[src/rtl/lm_sm_sequencer_if.sv]
// Handshake and transfer bus of the load/store-multiple sequencer.
// The master side issues requests; the slave side is the sequencer itself.
interface lm_sm_sequencer_if;
  logic        start;
  logic        isLoad;
  logic [7:0]  regMask;
  logic [15:0] baseAddr;
  logic        hold;
  logic        stallPipe;
  logic        busy;
  logic [2:0]  regAddr;
  logic [15:0] memAddr;
  logic        regWrite;
  logic        r7Write;
  logic        memWrite;
  logic [1:0]  regSelect;
  logic        done;

  modport master (
    output start, isLoad, regMask, baseAddr, hold,
    input  stallPipe, busy, regAddr, memAddr, regWrite, r7Write, memWrite,
           regSelect, done
  );

  modport slave (
    input  start, isLoad, regMask, baseAddr, hold,
    output stallPipe, busy, regAddr, memAddr, regWrite, r7Write, memWrite,
           regSelect, done
  );
endinterface

[src/rtl/lm_sm_sequencer.sv]
// Load-multiple / store-multiple sequencer: walks the set bits of a register
// mask in ascending order, one transfer per cycle at consecutive addresses.
module lm_sm_sequencer (
  input logic              clk,
  input logic              reset,
  lm_sm_sequencer_if.slave bus
);

  typedef enum logic [1:0] {IDLE, RUN, DONE} state_t;

  state_t      state_q, state_d;
  logic [7:0]  mask_q, mask_d;
  logic [3:0]  cnt_q, cnt_d;
  logic [15:0] base_q, base_d;
  logic        load_q, load_d;

  logic [2:0]  low_idx;
  logic        found;
  logic [7:0]  mask_rest;

  always_ff @(posedge clk) begin
    if (reset) begin
      state_q <= IDLE;
      mask_q  <= '0;
      cnt_q   <= '0;
      base_q  <= '0;
      load_q  <= 1'b0;
    end else begin
      state_q <= state_d;
      mask_q  <= mask_d;
      cnt_q   <= cnt_d;
      base_q  <= base_d;
      load_q  <= load_d;
    end
  end

  always_comb begin
    low_idx = '0;
    found   = 1'b0;
    for (int unsigned i = 0; i < 8; i++) begin
      if (!found && mask_q[i]) begin
        low_idx = 3'(i);
        found   = 1'b1;
      end
    end
  end

  // Clears the lowest set bit, i.e. the one being transferred this cycle.
  assign mask_rest = mask_q & (mask_q - 8'd1);

  assign bus.regSelect = 2'b00;

  always_comb begin
    state_d       = state_q;
    mask_d        = mask_q;
    cnt_d         = cnt_q;
    base_d        = base_q;
    load_d        = load_q;
    bus.stallPipe = 1'b0;
    bus.busy      = 1'b0;
    bus.regAddr   = '0;
    bus.memAddr   = '0;
    bus.regWrite  = 1'b0;
    bus.r7Write   = 1'b0;
    bus.memWrite  = 1'b0;
    bus.done      = 1'b0;

    unique case (state_q)
      IDLE: begin
        if (bus.start) begin
          if (|bus.regMask) begin
            mask_d        = bus.regMask;
            base_d        = bus.baseAddr;
            load_d        = bus.isLoad;
            cnt_d         = '0;
            state_d       = RUN;
            bus.stallPipe = 1'b1;
          end else begin
            state_d = DONE;
          end
        end
      end
      RUN: begin
        bus.busy      = 1'b1;
        bus.stallPipe = 1'b1;
        bus.regAddr   = low_idx;
        bus.memAddr   = base_q + 16'(cnt_q);
        if (!bus.hold) begin
          if (load_q) begin
            bus.r7Write  = (low_idx == 3'd7);
            bus.regWrite = (low_idx != 3'd7);
          end else begin
            bus.memWrite = 1'b1;
          end
          mask_d = mask_rest;
          cnt_d  = cnt_q + 4'd1;
          if (mask_rest == 8'd0) state_d = DONE;
        end
      end
      DONE: begin
        bus.busy = 1'b1;
        bus.done = 1'b1;
        state_d  = IDLE;
      end
      default: state_d = IDLE;
    endcase

    // Outputs are held quiet for the whole cycle in which reset is asserted.
    if (reset) begin
      bus.stallPipe = 1'b0;
      bus.busy      = 1'b0;
      bus.regAddr   = '0;
      bus.memAddr   = '0;
      bus.regWrite  = 1'b0;
      bus.r7Write   = 1'b0;
      bus.memWrite  = 1'b0;
      bus.done      = 1'b0;
    end
  end

endmodule

[src/flat_wrapper.sv]
// flat-port wrapper written by rule: the top's interface ports become plain ports
module lm_sm_sequencer_flat 
  (clk, reset, bus_start, bus_isLoad, bus_regMask, bus_baseAddr, bus_hold, bus_stallPipe, bus_busy, bus_regAddr, bus_memAddr, bus_regWrite, bus_r7Write, bus_memWrite, bus_regSelect, bus_done);
  lm_sm_sequencer_if bus_i ();
  input logic clk;
  input logic reset;
  input wire logic [$bits(bus_i.start)-1:0] bus_start;
  input wire logic [$bits(bus_i.isLoad)-1:0] bus_isLoad;
  input wire logic [$bits(bus_i.regMask)-1:0] bus_regMask;
  input wire logic [$bits(bus_i.baseAddr)-1:0] bus_baseAddr;
  input wire logic [$bits(bus_i.hold)-1:0] bus_hold;
  output wire logic [$bits(bus_i.stallPipe)-1:0] bus_stallPipe;
  output wire logic [$bits(bus_i.busy)-1:0] bus_busy;
  output wire logic [$bits(bus_i.regAddr)-1:0] bus_regAddr;
  output wire logic [$bits(bus_i.memAddr)-1:0] bus_memAddr;
  output wire logic [$bits(bus_i.regWrite)-1:0] bus_regWrite;
  output wire logic [$bits(bus_i.r7Write)-1:0] bus_r7Write;
  output wire logic [$bits(bus_i.memWrite)-1:0] bus_memWrite;
  output wire logic [$bits(bus_i.regSelect)-1:0] bus_regSelect;
  output wire logic [$bits(bus_i.done)-1:0] bus_done;
  assign bus_i.start = bus_start;
  assign bus_i.isLoad = bus_isLoad;
  assign bus_i.regMask = bus_regMask;
  assign bus_i.baseAddr = bus_baseAddr;
  assign bus_i.hold = bus_hold;
  assign bus_stallPipe = bus_i.stallPipe;
  assign bus_busy = bus_i.busy;
  assign bus_regAddr = bus_i.regAddr;
  assign bus_memAddr = bus_i.memAddr;
  assign bus_regWrite = bus_i.regWrite;
  assign bus_r7Write = bus_i.r7Write;
  assign bus_memWrite = bus_i.memWrite;
  assign bus_regSelect = bus_i.regSelect;
  assign bus_done = bus_i.done;
  lm_sm_sequencer u_core (.clk(clk), .reset(reset), .bus(bus_i));
endmodule
[config.mk]
export PLATFORM = sky130hd
export DESIGN_NAME = lm_sm_sequencer_flat
export DESIGN_NICKNAME = d
export VERILOG_FILES = /design/src/rtl/lm_sm_sequencer_if.sv /design/src/rtl/lm_sm_sequencer.sv /design/src/flat_wrapper.sv
export SDC_FILE = /design/constraint.sdc
export NUM_CORES = 1
export LEC_CHECK = 0
export CAP_MARGIN = 20
export CORE_UTILIZATION = 35
export DETAILED_ROUTE_END_ITERATION = 8
export GPL_TIMING_DRIVEN = 1
export SETUP_SLACK_MARGIN = 0.02
export SYNTH_ARGS = -nofsm -noshare
export SYNTH_HDL_FRONTEND = slang
export SYNTH_SLANG_ARGS = --single-unit
[constraint.sdc]
create_clock -name clk -period 3.9 [get_ports clk]
set_input_delay 1.17 -clock clk [delete_from_list [all_inputs] [get_ports clk]]
set_output_delay 1.17 -clock clk [all_outputs]
set_load 0.05 [all_outputs]
### Register map, names as in the netlist

Drawn at 4 px/µm.
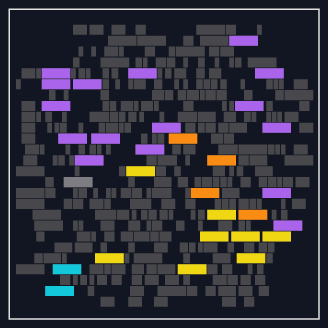
`u_core.state_q`: in cyan, placed flops 2. `u_core.base_q`: in purple, placed flops 16. `u_core.mask_q`: in yellow, placed flops 8. `u_core.cnt_q`: in orange, placed flops 4.

### Clock routing

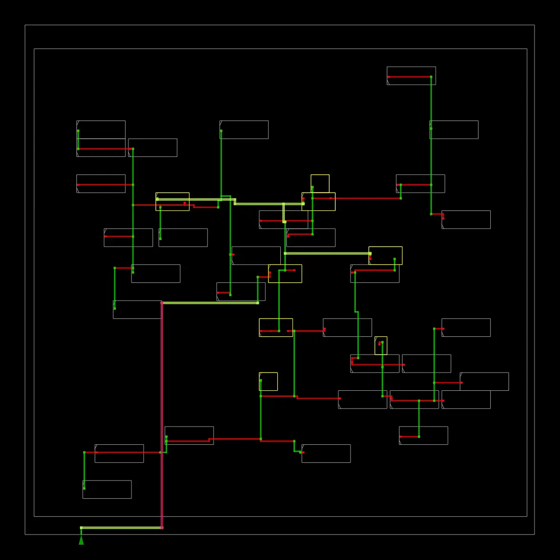
worst-case clock skew: 0.00492 ns
power dissipated in the clock network: 0.253 mW
number of clock buffer instances in the layout: 5

==> flow_results.org <==
#+TITLE: Flow metrics

** Setup path
- Depth of the worst register-to-register path :: 5
- The report shows a maximum critical-path fanout of 3.
- Library cell appearing most often on the critical path :: sky130_fd_sc_hd__nor2_2
- Data required time of the worst path :: 2.73 ns
- Largest incremental delay on the critical path :: approximately 0.43 ns

** Job
- Per the run summary, max-cap violations total 0.
- OpenROAD warnings :: 28

** Status
- The flow ran to the end, and the final reports show no timing, DRC or antenna violations.

** Synthesis
- Per the synthesis report, the simple-gate share of the synthesized area is between 20% and 30%.
- Dominant flop cell :: sky130_fd_sc_hd__dfxtp_1
- Synthesis area per yosys :: 1970 µm²
- Yosys reg bits :: 31
- Largest area contributor in the netlist :: sky130_fd_sc_hd__dfxtp_1
- By instance count, the leading cell after synthesis is sky130_fd_sc_hd__nand2_1.
- Sequential area share after synthesis :: between 30% and 40%

** Power
- Total power after layout :: between 1.5 and 2 mW
- Per report_power, the clock group accounts for around 16% of the total.

** Cells and area
- Fill cell total of the finished layout :: 510
- Core utilization of the finished layout :: 55.1%

** Timing
- Final hold analysis gives a worst-case slack of roughly 0.47 ns.
- Setup violations, final :: 0

** Detailed routing
- The DRC violation total left in the routed layout is recorded as 0.
- Wire length after detailed routing :: 5410 µm
- Routed length on met2 :: roughly 2400 µm
- Nets still carrying antenna violations after routing amount to 0.
- In the routed layout, each cell is associated on average with a via count of 5.22.

** Clock tree
- Counting every sink on the clock net gives 31.
- Looking at the clock tree report, the root buffer type is sky130_fd_sc_hd__clkbuf_8.
- Number of buffers added to fix hold violations after cts :: 0

** Die
- The floorplan step set the die height to about 77 µm.
- Full die area :: about 5900 µm²

** Hold path
- The launch point of the worst min-delay path is recorded as u_core.base_q[2].

** Placement
- After detailed placement, the design holds a cell count of between 300 and 400.

** Global route
- Global routing put the most usage on met2.
### Sizing map

Drawn at 6 px/µm.
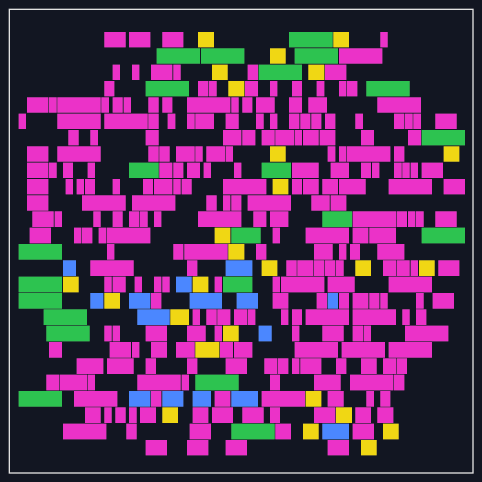
drive 6 and up: in green, cells 22, share 6.7%. drive 1 or less: in magenta, cells 263, share 81%. drive 3 to 4: in yellow, cells 26, share 8.0%. drive 2: in blue, cells 15, share 4.6%.
Final Instance Area: 2900 µm²
Layout Area Growth over Synthesis: 47.4%
Worst Setup Slack, final: 0.143 ns
number of buffers outside the clock class in the layout: 67

power by group through the flow:
stage               clock, mW  sequential (mW)  combinational (mW)
floorplan                   0            0.451               0.583
global placement            0            0.482               0.840
detailed placement          0            0.484               0.842
CTS                     0.260            0.478               0.857
global route            0.279            0.493               0.941
finish                  0.253            0.480               0.855
cell type report:
cell class                      instances  area (µm²)  area share, %
Clock buffer                            5        68.8           2.37
Timing Repair Buffer                   67         788           27.1
Multi-Input combinational cell        211        1280           44.2
Tap cell                               70        87.6           3.02
Clock inverter                          3        20.0          0.689
Sequential cell                        31         621           21.4
Inverter                                9        33.8           1.16
state kept, by name, summed over array words and instances (netlist names):
register / count
u_core.load_q: 1
u_core.base_q: 16
u_core.cnt_q: 4
u_core.state_q: 2
u_core.mask_q: 8
Power is estimated from default activity; no workload was simulated.
